`src/rtl/fetch_sequencer_if.sv`:
```
// rtl/fetch_sequencer_if.sv - fetch sequencer bus: imem handshake and datapath signals
//
// master : the sequencer (drives imem_req/addr, instr, status)
// slave  : instruction memory plus datapath (drives start, ack, rdata, branch_taken)
interface fetch_sequencer_if;
  logic        start;
  logic        imem_req;
  logic [63:0] imem_addr;
  logic        imem_ack;
  logic [31:0] imem_rdata;
  logic [31:0] instr;
  logic        instr_valid;
  logic        branch_taken;
  logic [63:0] pc;
  logic        halted;
  logic        timeout_err;
  logic [31:0] retired_cnt;

  modport master (
    input  start, imem_ack, imem_rdata, branch_taken,
    output imem_req, imem_addr, instr, instr_valid, pc, halted, timeout_err, retired_cnt
  );

  modport slave (
    output start, imem_ack, imem_rdata, branch_taken,
    input  imem_req, imem_addr, instr, instr_valid, pc, halted, timeout_err, retired_cnt
  );
endinterface

```
`src/rtl/fetch_sequencer.sv`:
```
// rtl/fetch_sequencer.sv - PC owner and instruction fetch sequencer for the single-cycle RV64 datapath
//
// Ports:
//   clk   : clock, all state on rising edge
//   rst   : synchronous active-high reset
//   bus   : fetch_sequencer_if.master
//           start in, imem_req/imem_addr out, imem_ack/imem_rdata in,
//           instr/instr_valid out, branch_taken in, pc/halted/timeout_err/retired_cnt out
// Parameters:
//   RESET_PC      : PC loaded on reset
//   FETCH_TIMEOUT : REQ cycles without ack before giving up (FETCH_TIMEOUT_EN builds only)
// Optional feature macro: FETCH_TIMEOUT_EN (fetch timeout counter and timeout_err flag)
module fetch_sequencer #(
  parameter logic [63:0] RESET_PC      = 64'h0,
  parameter int          FETCH_TIMEOUT = 16
) (
  input  logic              clk,
  input  logic              rst,
  fetch_sequencer_if.master bus
);

  localparam logic [31:0] NOP       = 32'h0000_0013;
  localparam logic [6:0]  OP_SYSTEM = 7'b1110011;
  localparam logic [6:0]  OP_BRANCH = 7'b1100011;

  typedef enum logic [1:0] {
    IDLE = 2'd0,
    REQ  = 2'd1,
    EXEC = 2'd2,
    HALT = 2'd3
  } state_t;

  state_t      state_q, state_d;
  logic [63:0] pc_q, pc_d;
  logic [31:0] ir_q, ir_d;
  logic [31:0] retired_q, retired_d;
  logic        req_q, req_d;
  logic        terr_q, terr_d;
  logic [63:0] br_imm;
  logic [63:0] br_target;

  // B-type immediate, sign-extended from instr[31]
  assign br_imm    = {{52{ir_q[31]}}, ir_q[7], ir_q[30:25], ir_q[11:8], 1'b0};
  assign br_target = pc_q + br_imm;

`ifdef FETCH_TIMEOUT_EN
  localparam int TW = $clog2(FETCH_TIMEOUT + 1);
  logic [TW-1:0] cnt_q, cnt_d;
`endif

  always_comb begin
    state_d   = state_q;
    pc_d      = pc_q;
    ir_d      = ir_q;
    retired_d = retired_q;
    terr_d    = terr_q;
`ifdef FETCH_TIMEOUT_EN
    cnt_d     = cnt_q;
`endif
    unique case (state_q)
      IDLE: begin
        if (bus.start) begin
          state_d = REQ;
`ifdef FETCH_TIMEOUT_EN
          cnt_d   = '0;
`endif
        end
      end
      REQ: begin
        // ack has priority over a timeout reached in the same cycle
        if (bus.imem_ack) begin
          ir_d    = bus.imem_rdata;
          state_d = EXEC;
        end
`ifdef FETCH_TIMEOUT_EN
        else if (cnt_q == TW'(FETCH_TIMEOUT - 1)) begin
          state_d = HALT;
          terr_d  = 1'b1;
        end else begin
          cnt_d = cnt_q + TW'(1);
        end
`endif
      end
      EXEC: begin
        retired_d = retired_q + 32'd1;
        if (ir_q[6:0] == OP_SYSTEM) begin
          state_d = HALT;
        end else if (ir_q[6:0] == OP_BRANCH && bus.branch_taken) begin
          // a misaligned target stops the core with pc still on the branch
          if (br_target[1:0] != 2'b00) begin
            state_d = HALT;
          end else begin
            pc_d    = br_target;
            state_d = REQ;
          end
        end else begin
          pc_d    = pc_q + 64'd4;
          state_d = REQ;
        end
`ifdef FETCH_TIMEOUT_EN
        cnt_d = '0;
`endif
      end
      HALT: begin
        state_d = HALT;
      end
      default: state_d = IDLE;
    endcase
    // request is registered so it is stable for the whole REQ stay
    req_d = (state_d == REQ);
  end

  always_ff @(posedge clk) begin
    if (rst) begin
      state_q   <= IDLE;
      pc_q      <= RESET_PC;
      ir_q      <= NOP;
      retired_q <= 32'd0;
      req_q     <= 1'b0;
      terr_q    <= 1'b0;
    end else begin
      state_q   <= state_d;
      pc_q      <= pc_d;
      ir_q      <= ir_d;
      retired_q <= retired_d;
      req_q     <= req_d;
      terr_q    <= terr_d;
    end
  end

`ifdef FETCH_TIMEOUT_EN
  always_ff @(posedge clk) begin
    if (rst) begin
      cnt_q <= '0;
    end else begin
      cnt_q <= cnt_d;
    end
  end
  assign bus.timeout_err = terr_q;
`else
  assign bus.timeout_err = 1'b0;
`endif

  assign bus.imem_req    = req_q;
  assign bus.imem_addr   = pc_q;
  assign bus.pc          = pc_q;
  assign bus.instr       = (state_q == EXEC) ? ir_q : NOP;
  assign bus.instr_valid = (state_q == EXEC);
  assign bus.halted      = (state_q == HALT);
  assign bus.retired_cnt = retired_q;

endmodule

```
`src/flat_wrapper.sv`:
```
// flat-port wrapper written by rule: the top's interface ports become plain ports
module fetch_sequencer_flat 
#(
  parameter logic [63:0] RESET_PC      = 64'h0,
  parameter int          FETCH_TIMEOUT = 16
)
  (clk, rst, bus_start, bus_imem_ack, bus_imem_rdata, bus_branch_taken, bus_imem_req, bus_imem_addr, bus_instr, bus_instr_valid, bus_pc, bus_halted, bus_timeout_err, bus_retired_cnt);
  fetch_sequencer_if bus_i ();
  input  logic clk;
  input  logic rst;
  input wire logic [$bits(bus_i.start)-1:0] bus_start;
  input wire logic [$bits(bus_i.imem_ack)-1:0] bus_imem_ack;
  input wire logic [$bits(bus_i.imem_rdata)-1:0] bus_imem_rdata;
  input wire logic [$bits(bus_i.branch_taken)-1:0] bus_branch_taken;
  output wire logic [$bits(bus_i.imem_req)-1:0] bus_imem_req;
  output wire logic [$bits(bus_i.imem_addr)-1:0] bus_imem_addr;
  output wire logic [$bits(bus_i.instr)-1:0] bus_instr;
  output wire logic [$bits(bus_i.instr_valid)-1:0] bus_instr_valid;
  output wire logic [$bits(bus_i.pc)-1:0] bus_pc;
  output wire logic [$bits(bus_i.halted)-1:0] bus_halted;
  output wire logic [$bits(bus_i.timeout_err)-1:0] bus_timeout_err;
  output wire logic [$bits(bus_i.retired_cnt)-1:0] bus_retired_cnt;
  assign bus_i.start = bus_start;
  assign bus_i.imem_ack = bus_imem_ack;
  assign bus_i.imem_rdata = bus_imem_rdata;
  assign bus_i.branch_taken = bus_branch_taken;
  assign bus_imem_req = bus_i.imem_req;
  assign bus_imem_addr = bus_i.imem_addr;
  assign bus_instr = bus_i.instr;
  assign bus_instr_valid = bus_i.instr_valid;
  assign bus_pc = bus_i.pc;
  assign bus_halted = bus_i.halted;
  assign bus_timeout_err = bus_i.timeout_err;
  assign bus_retired_cnt = bus_i.retired_cnt;
  fetch_sequencer #(.RESET_PC(RESET_PC), .FETCH_TIMEOUT(FETCH_TIMEOUT)) u_core (.clk(clk), .rst(rst), .bus(bus_i));
endmodule
```
`config.mk`:
```
export PLATFORM = sky130hd
export DESIGN_NAME = fetch_sequencer_flat
export DESIGN_NICKNAME = d
export VERILOG_FILES = /design/src/rtl/fetch_sequencer_if.sv /design/src/rtl/fetch_sequencer.sv /design/src/flat_wrapper.sv
export SDC_FILE = /design/constraint.sdc
export NUM_CORES = 1
export LEC_CHECK = 0
export ABC_CLOCK_PERIOD_IN_PS = 7850
export CAP_MARGIN = 20
export CELL_PAD_IN_SITES_DETAIL_PLACEMENT = 2
export CELL_PAD_IN_SITES_GLOBAL_PLACEMENT = 2
export CORE_UTILIZATION = 28
export CTS_BUF_LIST = sky130_fd_sc_hd__clkbuf_4
export DETAILED_ROUTE_END_ITERATION = 12
export PLACE_DENSITY_LB_ADDON = 0.12
export SLEW_MARGIN = 20
export SYNTH_ARGS = -nofsm -noshare
export SYNTH_HDL_FRONTEND = slang
export SYNTH_SLANG_ARGS = --single-unit
```
`constraint.sdc`:
```
create_clock -name clk -period 7.85 [get_ports clk]
set_clock_uncertainty 0.15 [all_clocks]
set_input_delay 1.57 -clock clk [delete_from_list [all_inputs] [get_ports clk]]
set_output_delay 1.57 -clock clk [all_outputs]
set_load 0.05 [all_outputs]
```
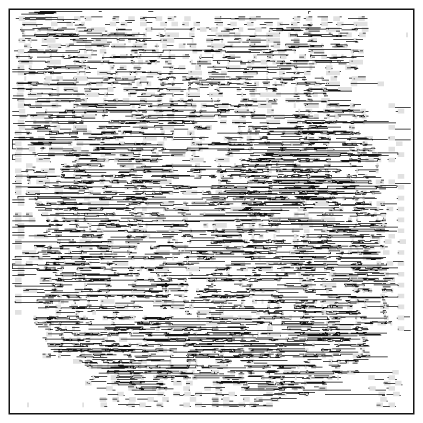
Run 1: metal 1
Drawn at 2 px/µm.
wire length on this layer: 22.3 mm
main direction: horizontal
Routed WL: 46.8 mm
GR Util met1: 0.306

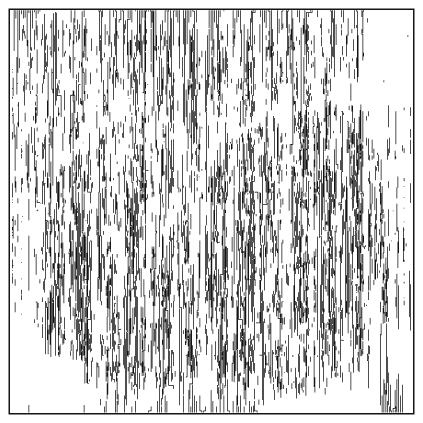
Run 1: met2 routing
Drawn at 2 px/µm.
wire length on this layer: 22.3 mm
nets with wire on the layer: 1591
share of all routed wire: 48%
main direction: vertical
longest straight run: 63.1 µm

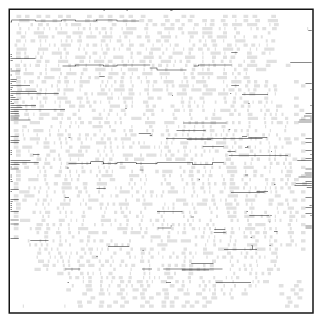
Run 1: signal wires on met3
Drawn at 1.5 px/µm.
wire length on this layer: 1280 µm
nets with wire on the layer: 126
via count: 12000
M3 GR Usage: 0.0309

==> metrics.yaml, run 1 <==
global_route:
  grt_usage: 0.228
  grt_max_degree: 61
  antenna_found_initial: 2
final_timing:
  setup_viol: 0
  worst_pin_slew_ps: 955
  whs_ps: 309
  maxSlewViolCount: 0
  hold_violations: 0
  fin_crit_ps: 4750
  max_freq_mhz: 211
job:
  tool_warnings: 26
layout:
  layout.cells.most_common_list: "228 x clkdlybuf4s50_1, 191 x a21oi_1, 186 x nand2_1"
  clk_share: 0.0201
  inverters_excl_clock: 22
  largestClassByArea: "logic gates"
  syn2layout_area_growth_pct: 21.8
  nonClkBufAreaFrac: 0.176
  fin_area_um2: 13600
  flop_area_um2: 2600
  logic_gate_count: 1242
  largest_reg_flops: 63
  diodes: 1
worst_setup_path:
  path_class: "flop to flop"
  crit_fanout: 43
  crit_arrival_ps: 5100
  r2r_start: "u_core.ir_q[31]"
  cp-end-kind: "flop"
  cpPeakStageDelay_ps: 810
  crit_slowest_cell: "a221oi_2"
  crit_chain: "buf_4, ha_1, a21oi_1, o21ai_0, a21o_1, a32oi_1, o211ai_1, a221oi_2, o21bai_2, o311a_1, a211oi_1"
worst_hold_path:
  hold_path.class: "flop to flop"
  hp-start: "u_core.ir_q[21]"
clock_network:
  cts_setup_buffers: 0
  cts_inserted_buffers: 17
  h-tree-depth: 4
  cts_max_path_buffers: 2
  clk_pin_slew_ps: 130
  clock_sinks: 130
  clkLatencyLatePin_ps: 600
floorplanning:
  fp_util: 0.286
  tap_cells: 518
synth:
  synth_area_um2: 11100
  synth.avg_cell_area_um2: 7.20
  synthTopLogicFamily: "simple AND/OR/NAND/NOR gates"
  yosysMostFrequentCell: "a21oi_1"
  mux_share: 0.00775
  largest_area_cell: "dfxtp_1"
  post_synth_ao_oa_area_fraction: 0.258
  flop_cell: "dfxtp_1"
  yosys_area_um2: 11100
  synthXorXnorAreaFrac: 0.0550
  ys_seq_frac: 0.234
  netlist_top_cells_count: "191 x a21oi_1, 186 x nand2_1, 139 x nor2_1"
  async_reset_ff_frac: 0
  ys_top_cells_by_area: "dfxtp_1 23%, a21oi_1 8.6%, ha_1 7.2%, nand2_1 6.3%, o21ai_0 4.7%"
route:
  via_per_inst: 5.47
  ant_nets: 0
run_status:
  outcome: "completed"
place:
  placed_cells: 2154
  place_ws_ps: 2790
power:
  switching_power_mw: 0.411
  intPower_mw: 0.916
  comb_power_share: 0.119
  top_power_group: "registers"
  power_frac_seq: 0.514
  netSwitchingFraction: 0.310
  irDropWorstVdd_uv: 70.6
## run 1: worst paths after layout
path	depth (start not counted)	endpoint
max	11	u_core.bus.imem_addr[54]
min	2	u_core.ir_q[21]
max reg2reg	11	u_core.bus.imem_addr[54]
min reg2reg	2	u_core.ir_q[21]
## run 1: worst max-delay path, delay by kind of cell (launching register included)
kind | cells | cell delay, ps
AOI/OAI and AO/OA | 9 | 2870
DFF | 1 | 590
buffers and inverters | 1 | 580
adders and majority gates | 1 | 430
## run 1: metal layers
metal / vias to the layer above / track usage / wire (µm)
li1: 5743 / - / -
met1: 5992 / 0.306 / 22300
met4: 0 / 0.0565 / 869
met3: 48 / 0.0309 / 1280
met2: 185 / 0.381 / 22300
met5: - / 0 / 0
Run 1, congestion heat map:
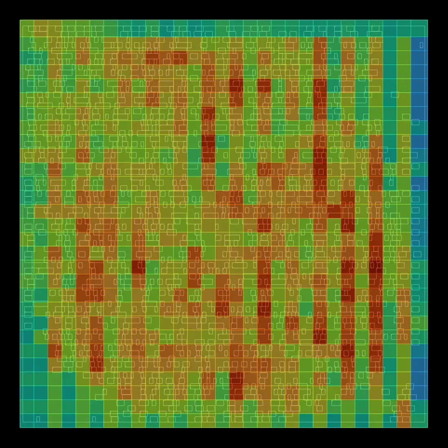

==> run 2: changes to the inputs <==
--- a/config.mk
+++ b/config.mk
@@ -5,11 +5,11 @@
 export SDC_FILE = /design/constraint.sdc
 export NUM_CORES = 1
 export LEC_CHECK = 0
-export ABC_CLOCK_PERIOD_IN_PS = 7850
+export ABC_CLOCK_PERIOD_IN_PS = 4250
 export CAP_MARGIN = 20
 export CELL_PAD_IN_SITES_DETAIL_PLACEMENT = 2
 export CELL_PAD_IN_SITES_GLOBAL_PLACEMENT = 2
-export CORE_UTILIZATION = 28
+export CORE_UTILIZATION = 27
 export CTS_BUF_LIST = sky130_fd_sc_hd__clkbuf_4
 export DETAILED_ROUTE_END_ITERATION = 12
 export PLACE_DENSITY_LB_ADDON = 0.12
==> constraint.sdc (replaced) <==
create_clock -name clk -period 4.25 [get_ports clk]
set_clock_uncertainty 0.15 [all_clocks]
set_input_delay 0.85 -clock clk [delete_from_list [all_inputs] [get_ports clk]]
set_output_delay 0.85 -clock clk [all_outputs]
set_load 0.05 [all_outputs]
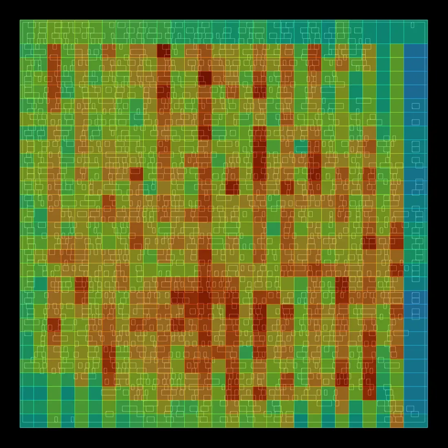
Run 2: congestion heat map
Core Util, Final: 0.342
GRT Util Overall: 0.234
WL per Instance: 22.0 µm
GR Util met1: 0.310

==> run 2 against run 1 <==
First-iteration DRC count rose by 15%. Clock power rose by 110%. Setup slack got worse by 2700 ps. Non-clock buffer count rose by 32. Sequential share of layout area fell by 0.51 points. Die size rose by 3.7%. Wire length rose by 4.8%. Final cell count rose by 2.1%. Critical path type unchanged.
==> metrics.yaml, run 2 <==
clock_network:
  h-tree-depth: 4  # unchanged
  clk_pin_slew_ps: 150  # +20 ps
  clock_sinks: 130  # unchanged
  cts_max_path_buffers: 2  # unchanged
final_timing:
  maxSlewViolCount: 0  # unchanged
  worst_pin_slew_ps: 1070  # +117 ps
route:
  via_per_inst: 5.43  # -0.80%
  wl_met2_mm: 24.0  # +7.6%
  wl_met3_mm: 1.56  # +21%
worst_hold_path:
  hp-start: "u_core.ir_q[12]"
  hold_path.class: "flop to flop"
power:
  power_frac_seq: 0.482  # -0.032
  top_power_group: "registers"
  comb_power_share: 0.117  # -0.002
  intPower_mw: 1.82  # +99%
  switching_power_mw: 0.784  # +91%
  netSwitchingFraction: 0.301  # -0.00836
worst_setup_path:
  cp-end-kind: "flop"
  crit_fanout: 19  # -56%
  path_class: "flop to flop"
  crit_arrival_ps: 4280  # -820 ps
synth:
  synth_area_um2: 11100  # unchanged
  largest_area_cell: "dfxtp_1"
  mux_share: 0.00775  # unchanged
  async_reset_ff_frac: 0  # unchanged
  netlist_top_cells_count: "191 x a21oi_1, 186 x nand2_1, 139 x nor2_1"
  synth.avg_cell_area_um2: 7.20  # unchanged
  ys_seq_frac: 0.234  # unchanged
  yosys_area_um2: 11100  # unchanged
  post_synth_ao_oa_area_fraction: 0.258  # unchanged
layout:
  syn2layout_area_growth_pct: 25.1
place:
  place_ws_ps: 469  # -2320 ps
job:
  tool_warnings: 26  # unchanged
run_status:
  outcome: "completed"
global_route:
  antenna_found_initial: 2  # unchanged
  use_met2: 0.399  # +0.0188
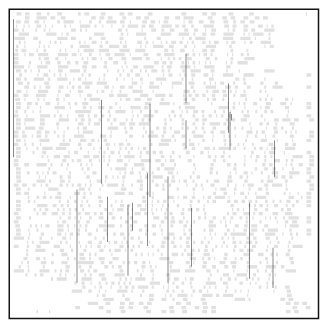
Run 2: signal wires on met4
Drawn at 1.5 px/µm.
share of all routed wire: 1.5%
longest straight run: 91.8 µm
wire length on this layer: 738 µm
nets with wire on the layer: 14
Routed WL: 49.1 mm
via count: 12100

-- run 2: final timing paths --
kind / slack (ps) / end
setup / recovery: 360 / u_core.bus.imem_addr[54]
hold reg to reg: 310 / u_core.ir_q[12]
setup reg to reg: 360 / u_core.bus.imem_addr[54]
hold / removal: 310 / u_core.ir_q[12]
-- run 2: critical path, cell delays in order, from the launching register on --
cell      delay, ps
dfxtp_2         440
buf_4           290
ha_1            350
a21oi_1         260
o21ai_0         170
a221o_1         360
o21ai_0         200
a21oi_1         130
a221oi_2        590
o21bai_2        230
o311a_1         390
a211oi_1        220
-- run 2: final cells by class --
type,count,area [µm²]
well taps,532,666
clock inverters,13,184
diodes,2,5.00
clock buffers,18,135
flip-flops and latches,130,2600
fillers,4788,26800
multi-input cells,1242,7580
inverters,22,82.6
repair buffers,274,2690
Run 2, signal wires on met3:
Drawn at 1.5 px/µm.
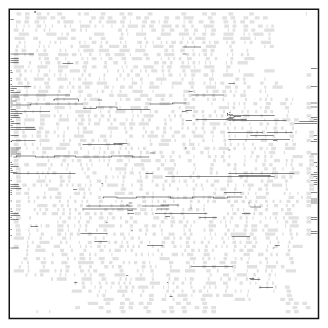

==> run 3: changes to the inputs <==
--- a/config.mk
+++ b/config.mk
@@ -5,10 +5,10 @@
 export SDC_FILE = /design/constraint.sdc
 export NUM_CORES = 1
 export LEC_CHECK = 0
-export ABC_CLOCK_PERIOD_IN_PS = 4250
 export CAP_MARGIN = 20
 export CELL_PAD_IN_SITES_DETAIL_PLACEMENT = 2
 export CELL_PAD_IN_SITES_GLOBAL_PLACEMENT = 2
+export CORE_ASPECT_RATIO = 1.75
 export CORE_UTILIZATION = 27
 export CTS_BUF_LIST = sky130_fd_sc_hd__clkbuf_4
 export DETAILED_ROUTE_END_ITERATION = 12
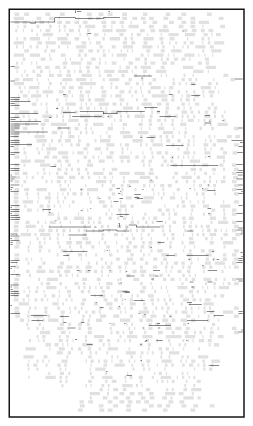
Run 3: signal wires on met3
Drawn at 1.5 px/µm.
Routed WL: 52.7 mm
M3 GR Usage: 0.0232
via count: 12400

==> run 3 against run 2 <==
Combinational power about the same. Register-to-register slack worse by 20 ps. Core utilization is essentially flat. Setup slack worse by 24 ps. Final cell count up 0.90%. First-iteration DRC count shrank 36%. Non-clock buffer count rose by 1. Sequential power is essentially flat. Wire length increased by 7.4%. Synthesized area unchanged. Die size hardly changed. Power increased by 3.7%. Largest cell class unchanged. Largest power group unchanged.
==> metrics.yaml, run 3 <==
clock_network:
  cts_max_path_buffers: 2  # unchanged
  h-tree-depth: 4  # unchanged
  cts_setup_buffers: 0
  clock_sinks: 130  # unchanged
  postCtsHoldBufs: 0
  clk_pin_slew_ps: 170  # +20 ps
  clkLatencyLatePin_ps: 650
synth:
  ys_seq_frac: 0.234  # unchanged
  synth.avg_cell_area_um2: 7.20  # unchanged
  post_synth_ao_oa_area_fraction: 0.258  # unchanged
  async_reset_ff_frac: 0  # unchanged
  yosys_warnings: 0
  netlist_top_cells_count: "191 x a21oi_1, 186 x nand2_1, 139 x nor2_1"
  yosys_area_um2: 11100  # unchanged
  synthXorXnorAreaFrac: 0.0550
  ys_top_cells_by_area: "dfxtp_1 23%, a21oi_1 8.6%, ha_1 7.2%, nand2_1 6.3%, o21ai_0 4.7%"
  edf_count: 0
  largest_area_cell: "dfxtp_1"
  syn_inst: 1547
  ys_sh_adder: 0.0736
  top_area_frac: 0.234
  ys_sh_simple: 0.282
  flop_cell: "dfxtp_1"
  mux_share: 0.00775  # unchanged
  ys.flops: 130
  synth_area_um2: 11100  # unchanged
layout:
  layout.cells.most_common_list: "227 x clkdlybuf4s50_1, 191 x a21oi_1, 186 x nand2_1"
  syn2layout_area_growth_pct: 25.4
  drive_gt1_frac: 0.0747
  fin_area_um2: 14000
  fill_cells: 4867  # +1.6%
  fin_cells: 2253
  largest_reg_flops: 63
  fin_nets: 1790
  final_core_util: 0.342  # about the same
worst_hold_path:
  hold_end: "u_core.ir_q[24]"
  min_delay_path_depth: 2
  hp-start: "u_core.ir_q[24]"
  hold_path.class: "flop to flop"
route:
  drc: 0
  wl_per_cell_um: 23.4  # +6.4%
  via_per_inst: 5.51  # +1.5%
final_timing:
  setup_viol: 0
  worst_pin_slew_ps: 716  # -357 ps
  maxSlewViolCount: 0  # unchanged
  whs_ps: 311
  tns_ps: 0
  finalCritPeriodShare: 0.920
  setup_ws_ps: 340
  rsz0062_at_grt: "false"
  max_freq_mhz: 256
worst_setup_path:
  reg2reg_slack_ps: 340  # -20 ps
  crit_slowest_cell: "dfxtp_2"
  crit_arrival_ps: 4340  # +60 ps
  r2r_start: "u_core.ir_q[31]"
  crit_chain: "ha_1, a21oi_1, o21ai_0, a21oi_1, nand3_1, a221oi_1, a21oi_1, o21ai_0, mux2_2, a2111oi_2"
  path_class: "flop to flop"
  cp-end-kind: "flop"
  crit_cells: 10  # -1
  cp_top_family: "AND-OR/OR-AND gates"
  endpoint: "u_core.bus.imem_addr[48]"
  timing.rr.end: "u_core.bus.imem_addr[48]"
  cpMostUsedCell: "a21oi_1"
  cpPeakStageDelay_ps: 700  # +110 ps
  critPathLaunchType: "flop"
  required_ps: 4670
  critPathBufInv: 0  # -1
  crit_fanout: 23  # +4
floorplanning:
  fp.dieW_um: 156
  chip_area_um2: 42100
  coreArea_um2: 40800
  die_y_um: 271
place:
  place_ws_ps: 362  # -106 ps
  gp_congestion: 0.868
  hpwlAfterDp_mm: 40.9
  placed_cells: 2219
  dpl_cell_area_um2: 13600
global_route:
  antenna_found_initial: 2  # unchanged
  grt_pass1_wl_mm: 80.7
  grt_usage: 0.254  # +0.0193
run_status:
  outcome: "completed"
power:
  p_total_mw: 2.70
job:
  tool_warnings: 26  # unchanged
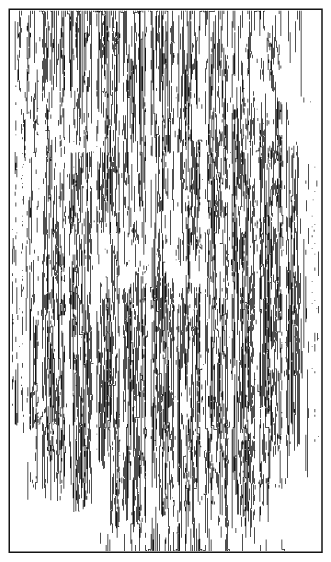
Run 3: met2 routing
Drawn at 2 px/µm.
M2 GR Usage: 0.505

[run 3: per-layer routing]
metal  track usage  vias up  routed length, µm
met5             0        -                  0
met4         0.154        0               3160
met3        0.0232      118               1070
met2         0.505      260              29800
met1         0.244     6222              18700
li1              -     5811                  -
[run 3: area by class of cell]
cell class	instances	area, µm²	share of cell area
multi-input cells	1242	7580	0.542
repair buffers	275	2670	0.191
flip-flops and latches	130	2600	0.186
well taps	550	688	0.0492
clock inverters	14	216	0.0155
clock buffers	18	135	0.00967
inverters	22	82.6	0.00591
diodes	2	5.00	0.000358
[run 3: power breakdown]
part,internal (mW),total [mW],switching (mW)
sequential,1.24,1.26,0.0220
combinational,0.107,0.303,0.196
clock,0.497,1.14,0.638
[run 3: tightest hold or removal path: stages (launching register included)]
cell	delay (ps)
dfxtp_1	330
nand2_1	50
a21oi_1	50
Power and IR drop assume default switching activity.
